## src/rtl/conv_kernel_win.sv

```systemverilog
// ----------------------------------------------------------------------------
// conv_kernel_win
//   Assembles a 5x5 convolution window from a stream of 5-tap pixel columns.
//   Columns enter a 5-deep shift register; the window for the pixel in the
//   centre column (col 2) is edge-padded using that pixel's frame-position
//   flags and presented on a registered, ready-throttled output.  After the
//   last pixel of a frame two self-generated flush shifts push the final two
//   windows of the frame out without waiting for further input.
//
//   Parameters
//     PAD_MODE            0: out-of-frame taps read 0
//                         1: out-of-frame taps replicate nearest in-frame tap
//   Ports
//     clk                 clock, rising edge
//     arst_n              asynchronous active-low reset
//     kernel_colD_vld_i   new column present (only while m_tready_i = 1)
//     kernel_colD_pos_i   frame-position flags of the pixel owning the column
//     kernel_colD_data_i  column taps, [0] = row +2 (south) .. [4] = row -2
//     m_tready_i          downstream ready, also the shift enable
//     m_tvalid_o          window valid
//     m_tdata_o           window [col][row], col 0 = west (-2)
//     m_tuser_o           centre pixel is first pixel of frame
//     m_tlast_o           centre pixel is last pixel of its line
// ----------------------------------------------------------------------------
package conv_pkg;
    typedef logic [7:0] pixel_t;

    typedef struct packed {
        logic w2;   // x == 0
        logic w1;   // x == 1
        logic e1;   // x == width-2
        logic e2;   // x == width-1
        logic n2;   // y == 0
        logic n1;   // y == 1
        logic s1;   // y == height-2
        logic s2;   // y == height-1
    } kernel_pos_t;
endpackage

// ----------------------------------------------------------------------------
// conv_kernel_win_rowpad
//   Vertical padding of one window column.  Row index 0 is the south-most tap.
//   Ports: col_i taps in, n2_i/n1_i/s1_i/s2_i row masks of the centre pixel,
//   col_o padded taps out.
// ----------------------------------------------------------------------------
module conv_kernel_win_rowpad #(
    parameter int PAD_MODE = 0
) (
    input  conv_pkg::pixel_t [4:0] col_i,
    input  logic                   n2_i,
    input  logic                   n1_i,
    input  logic                   s1_i,
    input  logic                   s2_i,
    output conv_pkg::pixel_t [4:0] col_o
);
    generate
        if (PAD_MODE == 0) begin : g_zero
            always_comb begin
                col_o = col_i;
                if (s2_i | s1_i) col_o[0] = '0;
                if (s2_i)        col_o[1] = '0;
                if (n2_i)        col_o[3] = '0;
                if (n2_i | n1_i) col_o[4] = '0;
            end
        end else begin : g_rep
            always_comb begin
                col_o = col_i;
                if (s2_i) begin
                    col_o[0] = col_i[2];
                    col_o[1] = col_i[2];
                end else if (s1_i) begin
                    col_o[0] = col_i[1];
                end
                if (n2_i) begin
                    col_o[3] = col_i[2];
                    col_o[4] = col_i[2];
                end else if (n1_i) begin
                    col_o[4] = col_i[3];
                end
            end
        end
    endgenerate
endmodule

module conv_kernel_win #(
    parameter int PAD_MODE = 0
) (
    input  logic                        clk,
    input  logic                        arst_n,
    input  logic                        kernel_colD_vld_i,
    input  conv_pkg::kernel_pos_t       kernel_colD_pos_i,
    input  conv_pkg::pixel_t [4:0]      kernel_colD_data_i,
    input  logic                        m_tready_i,
    output logic                        m_tvalid_o,
    output conv_pkg::pixel_t [4:0][4:0] m_tdata_o,
    output logic                        m_tuser_o,
    output logic                        m_tlast_o
);
    import conv_pkg::*;

    typedef struct packed {
        pixel_t [4:0] data;
        kernel_pos_t  pos;
        logic         cvld;
    } col_t;

    col_t [4:0] col_q, col_d;
    logic [1:0] flush_cnt_q, flush_cnt_d;
    logic       take, flush, shift;

    logic              m_tvalid_q;
    pixel_t [4:0][4:0] m_tdata_q;
    logic              m_tuser_q, m_tlast_q;

    // ------------------------------------------------------------------
    // Column shift register and end-of-frame flush counter
    // ------------------------------------------------------------------
    always_comb begin
        take        = kernel_colD_vld_i & m_tready_i;
        flush       = ~kernel_colD_vld_i & m_tready_i & (flush_cnt_q != 2'd0);
        shift       = take | flush;
        col_d       = col_q;
        flush_cnt_d = flush_cnt_q;

        if (shift) begin
            for (int k = 0; k < 4; k++) col_d[k] = col_q[k+1];
            col_d[4] = '0;
            if (take) begin
                col_d[4].data = kernel_colD_data_i;
                col_d[4].pos  = kernel_colD_pos_i;
                col_d[4].cvld = 1'b1;
            end
        end

        // A fresh column always wins over a pending flush: the next frame
        // pushes the old frame's tail out itself.
        if (take)
            flush_cnt_d = (kernel_colD_pos_i.e2 & kernel_colD_pos_i.s2) ? 2'd2 : 2'd0;
        else if (flush)
            flush_cnt_d = flush_cnt_q - 2'd1;
    end

    // ------------------------------------------------------------------
    // Window formation from the post-shift columns.  Horizontal padding
    // first, then each column is padded vertically, so corners resolve to
    // the centre-adjacent corner value in replicate mode.  Flushed columns
    // need no special case: they only ever sit east of a pixel flagged e1/e2.
    // ------------------------------------------------------------------
    kernel_pos_t       cpos;
    pixel_t [4:0][4:0] hsel;
    pixel_t [4:0][4:0] win;

    assign cpos = col_d[2].pos;

    generate
        if (PAD_MODE == 0) begin : g_hzero
            always_comb begin
                for (int c = 0; c < 5; c++) hsel[c] = col_d[c].data;
                if (cpos.w2 | cpos.w1) hsel[0] = '0;
                if (cpos.w2)           hsel[1] = '0;
                if (cpos.e2)           hsel[3] = '0;
                if (cpos.e2 | cpos.e1) hsel[4] = '0;
            end
        end else begin : g_hrep
            always_comb begin
                for (int c = 0; c < 5; c++) hsel[c] = col_d[c].data;
                if (cpos.w2) begin
                    hsel[0] = col_d[2].data;
                    hsel[1] = col_d[2].data;
                end else if (cpos.w1) begin
                    hsel[0] = col_d[1].data;
                end
                if (cpos.e2) begin
                    hsel[3] = col_d[2].data;
                    hsel[4] = col_d[2].data;
                end else if (cpos.e1) begin
                    hsel[4] = col_d[3].data;
                end
            end
        end

        for (genvar c = 0; c < 5; c++) begin : g_col
            conv_kernel_win_rowpad #(.PAD_MODE(PAD_MODE)) u_rowpad (
                .col_i (hsel[c]),
                .n2_i  (cpos.n2),
                .n1_i  (cpos.n1),
                .s1_i  (cpos.s1),
                .s2_i  (cpos.s2),
                .col_o (win[c])
            );
        end
    endgenerate

    // ------------------------------------------------------------------
    // State and registered output.  With ready low nothing moves; with
    // ready high the presented window is consumed, so valid only survives
    // if a shift produced a new one.
    // ------------------------------------------------------------------
    always_ff @(posedge clk or negedge arst_n) begin
        if (!arst_n) begin
            col_q       <= '0;
            flush_cnt_q <= 2'd0;
            m_tvalid_q  <= 1'b0;
            m_tdata_q   <= '0;
            m_tuser_q   <= 1'b0;
            m_tlast_q   <= 1'b0;
        end else begin
            col_q       <= col_d;
            flush_cnt_q <= flush_cnt_d;
            if (m_tready_i) begin
                m_tvalid_q <= shift & col_d[2].cvld;
                if (shift) begin
                    m_tdata_q <= win;
                    m_tuser_q <= cpos.w2 & cpos.n2;
                    m_tlast_q <= cpos.e2;
                end
            end
        end
    end

    assign m_tvalid_o = m_tvalid_q;
    assign m_tdata_o  = m_tdata_q;
    assign m_tuser_o  = m_tuser_q;
    assign m_tlast_o  = m_tlast_q;
endmodule

```

## config.mk

```make
export PLATFORM = sky130hd
export DESIGN_NAME = conv_kernel_win
export DESIGN_NICKNAME = d
export VERILOG_FILES = /design/src/rtl/conv_kernel_win.sv
export SDC_FILE = /design/constraint.sdc
export NUM_CORES = 1
export LEC_CHECK = 0
export ABC_AREA = 0
export ABC_CLOCK_PERIOD_IN_PS = 2260
export CAP_MARGIN = 20
export CORE_UTILIZATION = 52
export CTS_CLUSTER_SIZE = 12
export DETAILED_ROUTE_END_ITERATION = 8
export PLACE_DENSITY = 0.79
export RECOVER_POWER = 100
export SKIP_CTS_REPAIR_TIMING = 1
export SLEW_MARGIN = 40
export SYNTH_ARGS = -nofsm -noshare
export SYNTH_HDL_FRONTEND = slang
export SYNTH_SLANG_ARGS = --single-unit
```

## constraint.sdc

```tcl
create_clock -name clk -period 2.26 [get_ports clk]
set_clock_uncertainty 0.1 [all_clocks]
set_input_delay 0.226 -clock clk [delete_from_list [all_inputs] [get_ports clk]]
set_output_delay 0.226 -clock clk [all_outputs]
set_load 0.03 [all_outputs]
```

**Gate families picked out**

Scale bar: 50 um.
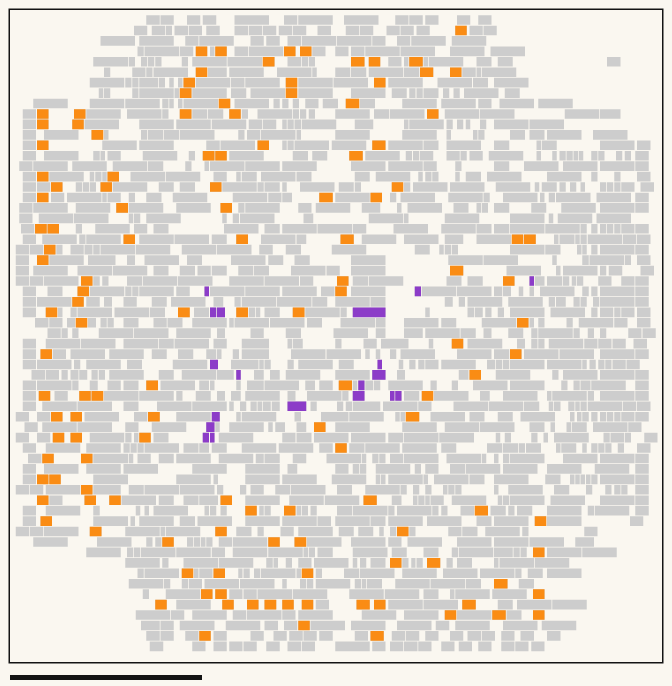
nor cells: in purple, cells 19, where centre. non-inverting ao/oa cells: in orange, cells 131, where spread over the die.

**Signal wires by layer**

Scale bar: 50 um.
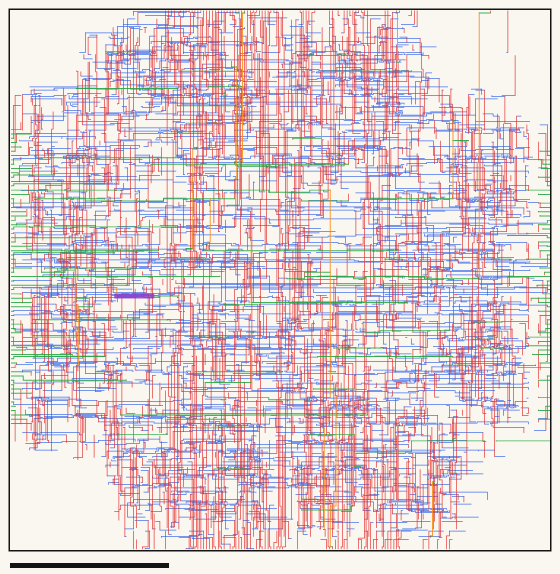
metal 4: in orange, wire length 667 um. metal 1: in blue, wire length 16,400 um. metal 3: in green, wire length 2,360 um. metal 2: in red, wire length 17,100 um. metal 5: in purple, wire length 11.0 um.
total track usage: 0.263
Total Routed Length: 36,500 um
detailed-route wire length per cell: 20.6 um
total via count in the routed design: 10.2k

**Placement density heat map**

The die is cut into 17 by 17 equal tiles; dark blue is low, red is high, 0 to 100% covered.
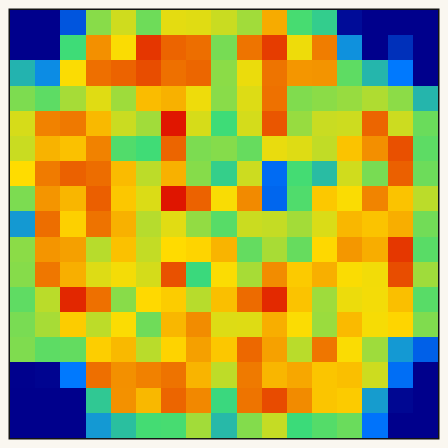
The fullest tile reaches 98%. The mean over all tiles is 64%. 8.0% of the tiles are nearly empty. 40% of the tiles are over 75% full.
utilization after layout: 0.676
placeable core area: 0.0278 mm2
initial cell density of the core: 0.528

**Routed clock nets over the placement**

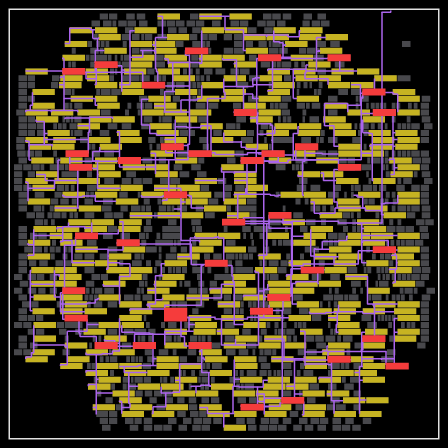
flip-flops: in yellow, count 383. clock wires: in purple, length 4,130 um. clock drivers: in red, count 40.
There are 41 routed clock nets.

**Track usage over the die**

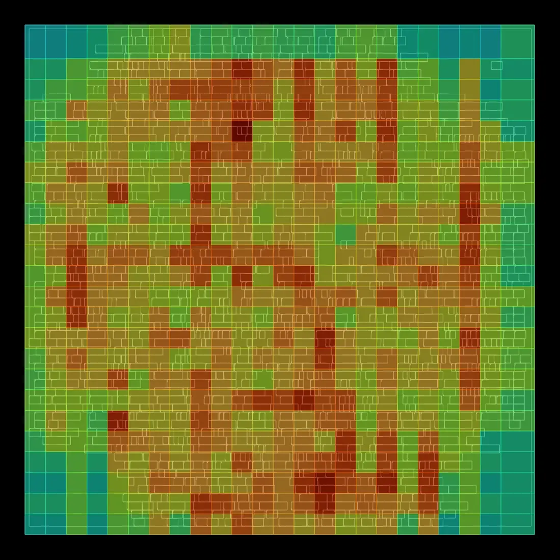
met2 global-route usage: 0.404
met3 usage: 0.0605
met1 track demand over resource in global routing: 0.380
most crowded layer after global routing: met2

==> qor.log <==
qor: run_status.outcome finished, final reports clean
qor: clock_network.numClockSinks 383
qor: synthesis.topCombFamilyByArea AND-OR/OR-AND gates
qor: power_and_ir_drop.total_leakage_power 8.91 nW
qor: synthesis.adder_cell_area_share_of_the_yosys_netlist 0.000854
qor: synthesis.area_leaders dfrtp_1 65%, mux2_2 7.5%, o21ai_0 7.5%
qor: final_timing.setup_total_negative_slack 0 ns
qor: place.preCtsSetupSlack 0.186 ns
qor: synthesis.async_flop_share 1.00
qor: place.port_buffers 254
qor: final_timing.maxSlewHeadroom 0.241
qor: synthesis.post_synth_mux_area_share 0.106
qor: final_timing.final_critical_path_setup_slack 0.107 ns
qor: floorplan.y_dimension_of_the_die 170 um
qor: finish.drive_above_1_share 0.143
qor: global_routing.antenna_found_initial 1
qor: setup_path.critPathCaptureType flop
qor: setup_path.worst-endpoint-required 2.61 ns
qor: clock_network.cts.reportedPaths.clkPinSlew 0.06 ns
qor: global_routing.overflow 0
qor: setup_path.crit_path_cell_trace dlygate4sd3_1, clkbuf_1, and2_2, clkbuf_2, a22o_1
qor: setup_path.critical_path_arrival 2.50 ns
qor: synthesis.synthXorXnorAreaFrac 0
qor: final_timing.fmaxAchievable 464 MHz
qor: clock_network.h-tree-depth 2
qor: synthesis.syn-instance-count 1,118
qor: clock_network.cts_made_buffers 40
qor: global_routing.grt_pass1_wl 58,500 um
qor: synthesis.post_synthesis_cell_count_from_yosys 1,118
qor: setup_path.crit_path_launch_type input port
qor: setup_path.cpLargestDelayFamily buffers and inverters
qor: global_routing.via_count_of_the_first_global_routing_pass 10.2k
qor: synthesis.ys.flops 383
qor: power_and_ir_drop.ratio_of_total_power_to_cell_area 1490 mW/mm2
qor: routing.drt-pass1-iter-count 5
qor: clock_network.clock_tree_buffer_depth 3
qor: global_routing.grt_max_degree 113
qor: synthesis.post_synth_num_cell_types 33
qor: synthesis.mappedNetlistNets 1,171
qor: final_timing.setup_failing_eps_final 0
qor: synthesis.ys_dominant_reg_cell dfrtp_1
qor: synthesis.syn-cell-area 0.0147 mm2
qor: floorplan.die_w 170 um
qor: floorplan.die_area 0.0289 mm2
qor: finish.num_antenna_cells 0
qor: flow_run.drv.max_cap_violation_count 0
qor: final_timing.fin_crit_sh 0.953
qor: finish.instances_no_fill 1,775
qor: place.numPlacedInstances 1,712
qor: synthesis.post-synth-top-area-cell dfrtp_1
qor: synthesis.synth_warnings 0
qor: clock_network.cts_tree yes
qor: synthesis.netlist_top_cells_count 383 x dfrtp_1, 220 x o21ai_0, 112 x a22o_1
qor: synthesis.synth.yosys.chip_area 0.0147 mm2
qor: finish.finalNetCount 1,430
qor: place.post-dp-hpwl 24,900 um
qor: synthesis.enable_flop_cells 0
qor: setup_path.max_stage_delay 0.66 ns
qor: clock_network.cts_root_buf clkbuf_16
qor: final_timing.finalHoldViolations 0
qor: final_timing.slew_viol_final 0
qor: synthesis.area_share_top_type 0.654
qor: routing.ant_nets 0
qor: floorplan.placement_rows 61
qor: synthesis.ys_sh_aoi 0.157
qor: routing.drcViolationCount 0
qor: routing.vias_per_cell 5.74
qor: setup_path.setup.worst_path.class in -> reg
qor: hold_path.min-delay-path-class in -> async
qor: place.routabilityCongestion 0.831
qor: floorplan.boundaryPins 255
qor: final_timing.finalWorstPathRequiredPeriod 2.15 ns
qor: synthesis.postSynthSeqShare 0.654
qor: finish.fill_cells 2,049
qor: setup_path.worst-path-buf-inv 3
qor: setup_path.path_max_fanout 36
qor: final_timing.worst-slew-pin-transition 1.14 ns
qor: power_and_ir_drop.worst_ir_drop_vdd 0.000681 V
qor: setup_path.timing.critical_path.slowest_stage_cell clkbuf_2
qor: clock_network.clock_latency_on_the_worst_skew_pair 0.51 ns
qor: flow_run.stage_log_warnings 28
qor: final_timing.grt_setup_unrepaired no
qor: finish.syn2layout_area_growth 28.2%
qor: synthesis.yosys.area_share.simple 0.0491
qor: synthesis.synth_area_per_cell 13.1 um2
qor: routing.drt_iter0_markers 722
qor: synthesis.yosysMostFrequentCell dfrtp_1
-- routing by layer --
metal | wire (um) | up-vias | GRT usage
li1 | - | 4552 | -
met1 | 16400 | 5252 | 0.380
met2 | 17100 | 325 | 0.404
met3 | 2360 | 49 | 0.0605
met4 | 667 | 2 | 0.0650
met5 | 11 | - | 0
-- per-stage QoR --
stage               hold WS (ns)  power, mW  utilization  instance area, um2
finish                     0.134       28.0        0.676               18800
global route               0.181       29.5        0.676               18800
CTS                       -0.429       29.0        0.684               19000
detailed placement         0.107       22.8        0.640               17800
global placement           0.108       22.4        0.640               17800
floorplan                 -0.170       17.6            -               14700
-- cell families after synthesis --
group / count (synthesis)
muxes: 136
DFF: 383
buffers and inverters: 94
and+or+nand+nor: 147
AOI/OAI and AO/OA: 357
adders and majority gates: 1
-- registers in the layout, indices dropped and copies added, names as in the netlist --
signal	count
m_tdata_o	200
flush_cnt_q	2
m_tuser_o	1
m_tvalid_o	1
m_tlast_o	1
col_q	178
-- power breakdown --
group / internal (mW) / total, mW / switching [mW] / leakage, nW
sequential: 9.49 / 11.4 / 1.96 / 5.01
combinational: 4.22 / 10.5 / 6.26 / 3.30
clock: 3.61 / 6.09 / 2.48 / 0.598
total: 17.3 / 28.0 / 10.7 / 8.91
-- layout make-up --
| type | instances | area (um2) | area share |
|---|---|---|---|
| clock buffer | 59 | 1190 | 0.0635 |
| clock inverter | 3 | 15.0 | 0.000799 |
| inverter | 5 | 20.0 | 0.00107 |
| multi-input combinational | 641 | 4550 | 0.242 |
| sequential | 383 | 9580 | 0.510 |
| tap | 378 | 473 | 0.0252 |
| timing repair buffer | 306 | 2950 | 0.157 |
-- worst register-to-register path: stages (launching register included) --
cell	delay [ns]
dfrtp_1	0.34
inv_1	0.06
ha_1	0.22
nand2b_1	0.26
nand2_8	0.15
clkbuf_4	0.36
clkbuf_2	0.25
a22o_1	0.25
-- path summary, 6_finish.rpt --
| kind | start | endpoint | slack, ns | depth (start not counted) |
|---|---|---|---|---|
| worst max-delay path | m_tready_i | col_q[226] | 0.11 | 5 |
| worst min-delay path | arst_n | col_q[87] | 0.13 | 2 |
| worst max register to register | flush_cnt_q[0] | col_q[230] | 0.16 | 7 |
| worst min register to register | col_q[74] | m_tdata_o[16] | 0.38 | 1 |
| max in group asynchronous | arst_n | m_tdata_o[54] | 0.44 | 3 |
| min in group clk | kernel_colD_pos_i[7] | col_q[204] | 0.21 | 2 |
-- cells in the final DEF (no fill, tap or decap) --
cell             count
buf_12               7
or3_1                2
clkbuf_4             6
nor2b_4              1
mux2_1              38
nand2_1             99
a22o_1             112
nor3_1               5
clkbuf_16           41
nor2_2               2
buf_8                1
clkinv_2             4
clkbuf_2            10
clkbuf_8            10
o211ai_1             1
inv_1                4
and2_1               2
nand3_1              3
nor4b_4              1
mux2_2              98
nand2_8              1
a32o_1              19
ha_1                 1
clkbuf_1            21
nor4b_1              1
buf_4               15
nand2b_1            19
and4bb_2             1
clkdlybuf4s50_1     49
nor3_2               1
nor2_1               6
and2_2               1
dlygate4sd3_1      205
dfrtp_1            383
o21ai_0            225
nor4_1               2
No activity file was given, so power comes from the tool's default toggle rates.
